## src/rtl/matmul_operand_streamer.sv

```systemverilog
// Operand sequencer for the 2x2 matrix multiplier: load X/Y, GO, then read results R.
// Latency: START registered one cycle after GO; 3 cycles minimum per result element.
// Backpressure: waits on OUT_STROBE per element; aborts with sticky ERR after TIMEOUT cycles.
module matmul_operand_streamer #(
  parameter int unsigned TIMEOUT = 15
) (
  input  logic        CLK,
  input  logic        NRST,
  input  logic        LD_EN,
  input  logic        LD_SEL,
  input  logic [1:0]  LD_ADDR,
  input  logic [7:0]  LD_DATA,
  input  logic        GO,
  output logic        BUSY,
  output logic        DONE,
  output logic        ERR,
  output logic        START,
  output logic [7:0]  A,
  output logic [7:0]  B,
  input  logic [16:0] OUT,
  input  logic        OUT_STROBE,
  input  logic [1:0]  RD_ADDR,
  output logic [16:0] RD_DATA
);

  typedef enum logic [1:0] {
    IDLE   = 2'd0,
    ISSUE  = 2'd1,
    STREAM = 2'd2,
    WAIT   = 2'd3
  } state_t;

  // Last WAIT cycle index before the element is abandoned.
  localparam logic [7:0] T_LAST = 8'(TIMEOUT - 1);

  state_t      state_q, state_d;
  logic [1:0]  e_q, e_d;
  logic [7:0]  t_q, t_d;
  logic        err_q, err_d;
  logic        done_q, done_d;
  logic        busy_q;
  logic        start_q;
  logic [7:0]  a_q, a_d;
  logic [7:0]  b_q, b_d;
  logic        k_d;
  logic        cap_en;
  logic        ld_we;
  logic [7:0]  x_q [4];
  logic [7:0]  y_q [4];
  logic [16:0] r_q [4];
  logic [16:0] rd_q;

  // Next-state logic: element sequencing, timeout and result capture decisions.
  always_comb begin
    state_d = state_q;
    e_d     = e_q;
    t_d     = t_q;
    err_d   = err_q;
    done_d  = 1'b0;
    cap_en  = 1'b0;
    case (state_q)
      IDLE: begin
        if (GO) begin
          state_d = ISSUE;
          e_d     = 2'd0;
          err_d   = 1'b0;
        end
      end
      ISSUE: begin
        state_d = STREAM;
      end
      STREAM: begin
        state_d = WAIT;
        t_d     = 8'd0;
      end
      WAIT: begin
        t_d = t_q + 8'd1;
        // A strobe in the final allowed cycle still counts as success.
        if (OUT_STROBE) begin
          cap_en = 1'b1;
          if (e_q == 2'd3) begin
            state_d = IDLE;
            done_d  = 1'b1;
          end else begin
            e_d     = e_q + 2'd1;
            state_d = ISSUE;
          end
        end else if (t_q == T_LAST) begin
          state_d = IDLE;
          err_d   = 1'b1;
        end
      end
      default: state_d = IDLE;
    endcase
  end

  // Operand select for the coming cycle: pair k=0 in ISSUE, k=1 in STREAM, zero otherwise.
  always_comb begin
    k_d   = (state_d == STREAM);
    a_d   = 8'd0;
    b_d   = 8'd0;
    ld_we = LD_EN && (state_q == IDLE);
    if (state_d == ISSUE || state_d == STREAM) begin
      a_d = x_q[{e_d[1], k_d}];
      b_d = y_q[{k_d, e_d[0]}];
    end
  end

  // Control and output registers; outputs reflect the state entered at this edge.
  always_ff @(posedge CLK or negedge NRST) begin
    if (!NRST) begin
      state_q <= IDLE;
      e_q     <= 2'd0;
      t_q     <= 8'd0;
      err_q   <= 1'b0;
      done_q  <= 1'b0;
      busy_q  <= 1'b0;
      start_q <= 1'b0;
      a_q     <= 8'd0;
      b_q     <= 8'd0;
    end else begin
      state_q <= state_d;
      e_q     <= e_d;
      t_q     <= t_d;
      err_q   <= err_d;
      done_q  <= done_d;
      busy_q  <= (state_d != IDLE);
      start_q <= (state_d == ISSUE);
      a_q     <= a_d;
      b_q     <= b_d;
    end
  end

  // Operand banks written only while idle; result bank written on accepted strobes.
  always_ff @(posedge CLK or negedge NRST) begin
    if (!NRST) begin
      for (int n = 0; n < 4; n++) begin
        x_q[n] <= 8'd0;
        y_q[n] <= 8'd0;
        r_q[n] <= 17'd0;
      end
    end else begin
      if (ld_we) begin
        if (LD_SEL) y_q[LD_ADDR] <= LD_DATA;
        else        x_q[LD_ADDR] <= LD_DATA;
      end
      if (cap_en) r_q[e_q] <= OUT;
    end
  end

  // Registered result read port, free-running every cycle.
  always_ff @(posedge CLK or negedge NRST) begin
    if (!NRST) rd_q <= 17'd0;
    else       rd_q <= r_q[RD_ADDR];
  end

  assign BUSY    = busy_q;
  assign DONE    = done_q;
  assign ERR     = err_q;
  assign START   = start_q;
  assign A       = a_q;
  assign B       = b_q;
  assign RD_DATA = rd_q;

endmodule

```

## config.mk

```make
export PLATFORM = sky130hd
export DESIGN_NAME = matmul_operand_streamer
export DESIGN_NICKNAME = d
export VERILOG_FILES = /design/src/rtl/matmul_operand_streamer.sv
export SDC_FILE = /design/constraint.sdc
export NUM_CORES = 1
export LEC_CHECK = 0
export CAP_MARGIN = 20
export CORE_ASPECT_RATIO = 0.5
export CORE_MARGIN = 2
export CORE_UTILIZATION = 45
export DETAILED_ROUTE_END_ITERATION = 10
export MAX_ROUTING_LAYER = met4
export PLACE_DENSITY = 0.62
export RECOVER_POWER = 25
export SLEW_MARGIN = 20
export SYNTH_ARGS = -nofsm -noshare
export SYNTH_HDL_FRONTEND = slang
export SYNTH_SLANG_ARGS = --single-unit
```

## constraint.sdc

```tcl
create_clock -name CLK -period 4.05 [get_ports CLK]
set_input_delay 0.81 -clock CLK [delete_from_list [all_inputs] [get_ports CLK]]
set_output_delay 0.81 -clock CLK [all_outputs]
set_load 0.02 [all_outputs]
```

Figure 1. Cell sizes after repair.
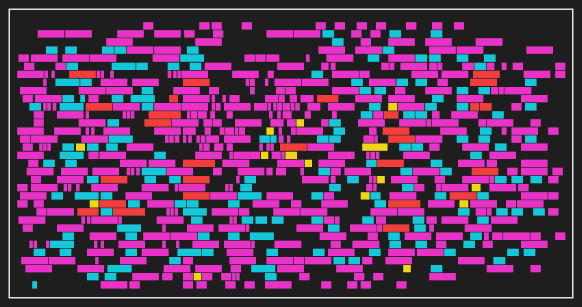
legend:
  cyan:
    size: _2 cells
    cells: 153
    most_used: mux2_2
  magenta:
    size: _0 and _1 cells
    cells: 433
    most_used: dfrtp_1
  yellow:
    size: _3 and _4 cells
    cells: 15
    most_used: buf_4
  red:
    size: _6 and larger
    cells: 27
    most_used: clkbuf_16

Figure 2. Sequential cells coloured by netlist name.
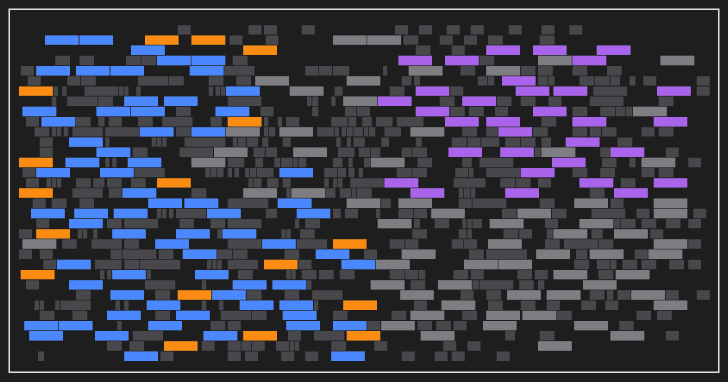
legend:
  purple:
    name_in_the_netlist: `x_q`
    placed_flops: 32
  orange:
    name_in_the_netlist: `RD_DATA`
    placed_flops: 17
  blue:
    name_in_the_netlist: `r_q`
    placed_flops: 68
not coloured: 64
FF/Latch Area: 4530 µm²
sequential cell area share: 48.9%
Seq group: 0.00288 W
post-layout util: 56.0%

Figure 3. Cells coloured by class.
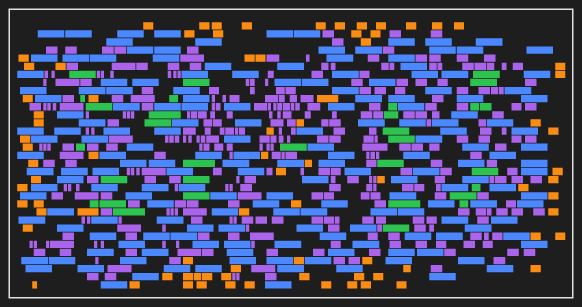
legend:
  green:
    class: clock drivers and dummy loads
    cells: 31
    share_of_their_area: 7.1%
  blue:
    class: sequential cells
    cells: 181
    share_of_their_area: 50%
  purple:
    class: combinational and other logic
    cells: 336
    share_of_their_area: 34%
  orange:
    class: remaining buffers and delay cells
    cells: 80
    share_of_their_area: 8.9%

==> run_results.csv <==
group,metric,value,unit
run_status,outcome,"finished with violations",
run_status,violations,"max-capacitance violations, max-slew violations",
flow_run,tool_warnings,31,
finish,drive_above_1_share,31.1,%
timing,finalCriticalPeriod,2960,ps
yosys,synthesis.instances,545,
yosys,syn_area_per_cell,14.1,µm²
timing,finClkSkew,10.6,ps
routing,drc,0,
yosys,ys_chip_area,7690,µm²
timing,finalSetupTns,0,ps
placement,gp_congestion,0.781,
floorplanning,die_w,189,µm
routing,wirelength,15600,µm
flow_run,cap_violations,1,
timing,rsz0062_at_grt,"no",
worst_setup_path,r2r_slack,1090,ps
floorplanning,core_area,16600,µm²
yosys,top_cell_area_share,58.9,%
routing,top_layer,"met4",
power_and_ir_drop,clock_power_share,24.9,%
yosys,yosysUniqueCellTypes,47,
yosys,synth_top_cell_by_area,"dfrtp_1",
floorplanning,num_rows,33,
timing,maxSlewHeadroom,-65.8,%
finish,syn2layout_area_growth,20.5,%
finish,fin_nets,659,
power_and_ir_drop,seqPwrFrac,40.1,%
yosys,syn-cell-area,7690,µm²
yosys,yosysWarningCount,0,
timing,finalCritPeriodShare,73.1,%
routing,routedWlPerCell,18.2,µm
grt,grt_overflow,0,
routing,vias_per_cell,5.29,
clocking,clockRootBuffer,"clkbuf_16",
clocking,clk_pin_slew,70,ps
grt,track_usage,19.4,%
yosys,fp_nets,588,
routing,via_count,4527,
routing,drt_iter0_drc,233,
power_and_ir_drop,switching_power,0.00221,W
clocking,cts_hold_buf,0,
routing,wl_met3,618,µm
clocking,cts_buffer_depth,2,
worst_setup_path,start_kind,"flip-flop",
yosys,synth-edff-count,0,
clocking,cts_tree,"built",
floorplanning,die_y,96.4,µm
grt,grt_max_degree,99,
timing,finalSetupViolCount,0,
clocking,cts.sinks,181,
worst_setup_path,endpoint_kind,"flip-flop",
timing,finalHoldViolCount,0,
yosys,ys_seq_share,58.9,%
routing,antenna_left,0,
floorplanning,initial_utilization,46.4,%
clocking,clkLatencyLatePin,430,ps
finish,antenna_cells,0,
floorplanning,die_area,18200,µm²
yosys,common_cells,"dfrtp_1, mux2_2, nand2_1",
worst_setup_path,worstSetupPathType,"reg2reg",
floorplanning,io_pins,72,
power_and_ir_drop,intPower,0.00498,W
timing,slew_viol_final,98,
yosys,async_flop_share,100,%
power_and_ir_drop,pwr-share-comb,35.0,%
power_and_ir_drop,p_leak,4.30,nW
grt,antenna_found_initial,0,
placement,port_buffers,71,
timing,tightest_slew,2490,ps
hold_path,hold_path_class,"reg2reg",
yosys,top_cells_by_area,"dfrtp_1, mux2_2, mux4_2",
routing,wl_met2,7310,µm
power_and_ir_drop,p_sw_share,30.7,%
worst_setup_path,cp_max_fo,32,
worst_setup_path,crit_required,4330,ps
finish,fin_area,9270,µm²
clocking,numCtsBuffers,17,
clocking,cts.repair.resized,0,
routing,firstDrtPassIters,4,
timing,fmax,338,MHz
yosys,synth_flops,181,
clocking,h-tree-depth,4,
yosys,top_cell,"dfrtp_1",
power_and_ir_drop,max-vdd-ir-drop,0.000544,V
power_and_ir_drop,cellPowerDensity,775,nW/µm²
routing,wl_met1,7540,µm
grt,grt_pass1_vias,4650,
placement,dpl-instance-area,8640,µm²
grt,grt_pass1_wl,25800,µm
worst_setup_path,crit_arrival,3240,ps
yosys,flop_cell,"dfrtp_1",
placement,hpwl,9420,µm
clocking,post_cts_buffers,0,
yosys,ys_cells,545,
-- placed cells by master, fill, tap and decap left out, types with 4 or more instances in the layout --
cell	count
mux4_2	17
clkdlybuf4s50_1	70
inv_1	6
clkbuf_16	17
nand3_1	14
o31ai_1	9
mux2i_1	18
buf_4	7
nand2_1	66
nor2_1	11
o211a_1	8
ha_1	8
a21oi_1	10
mux2_2	130
o22ai_1	4
dfrtp_1	181
bufinv_16	4
clkinv_4	5
-- layer usage --
layer  GRT usage, %  vias to the layer above
met3           4.48                       13
met1           25.8                     2349
met2           30.7                       76
li1               -                     2089
met5              -                        -
met4           4.69                        0
-- final cells by class --
class / count / area [µm²]
timing repair buffer: 80 / 798
fill: 1392 / 7290
tap: 227 / 284
sequential: 181 / 4530
inverter: 7 / 26.3
multi-input combinational: 329 / 2990
clock inverter: 13 / 198
clock buffer: 18 / 439
-- kinds of logic after synthesis --
group	after synthesis	share of synthesized area, %
flops	181	58.9
mux	166	26.5
simple gates	111	6.92
compound gates	40	3.73
fa+ha+maj	8	1.30
buf+inv	35	2.18
xor+xnor	4	0.456
-- state kept, by name, summed over array words and instances (netlist names) --
signal   cells
e_q          2
y_q         32
B            8
BUSY         1
RD_DATA     17
state_q      2
x_q         32
t_q          8
DONE         1
A            8
r_q         68
START        1
ERR          1
-- through the flow --
| stage | power, W | setup WS [ps] | hold slack, ps | instances | util [%] |
|---|---|---|---|---|---|
| after detailed placement | 0.00545 | 687 | 459 | 824 | 52.2 |
| after global routing | 0.00763 | 866 | 498 | 855 | 56.0 |
| after global placement | 0.00538 | 737 | 454 | 824 | 52.2 |
| after floorplan | 0.00468 | 1030 | 440 | 545 | - |
| final | 0.00718 | 1090 | 476 | 855 | 56.0 |
| after CTS | 0.00727 | 1120 | 476 | 855 | 56.0 |
-- worst max-delay path, stage by stage, from the launching register on --
cell and delay, ps:
dfrtp_1 440, ha_1 410, inv_1 300, nor3_1 330
o32a_1 230, ha_1 200, buf_12 240, mux2_2 370
o31ai_1 200, a21oi_1 70
-- worst paths after layout --
kind | depth (start not counted) | start | end
setup / recovery | 9 | state_q[1] | A[2]
hold / removal | 2 | r_q[3] | r_q[3]
setup reg to reg | 9 | state_q[1] | A[2]
hold reg to reg | 2 | r_q[3] | r_q[3]
max in group asynchronous | 1 | NRST | A[2]
min in group asynchronous | 1 | NRST | r_q[28]
-- power groups by stage --
stage / clock network [W] / logic (W) / registers, W
floorplan: 0 / 0.00171 / 0.00296
global placement: 0 / 0.00248 / 0.00290
detailed placement: 0 / 0.00254 / 0.00291
CTS: 0.00183 / 0.00255 / 0.00288
global route: 0.00191 / 0.00274 / 0.00298
finish: 0.00179 / 0.00252 / 0.00288
Power is estimated from default activity; no workload was simulated.
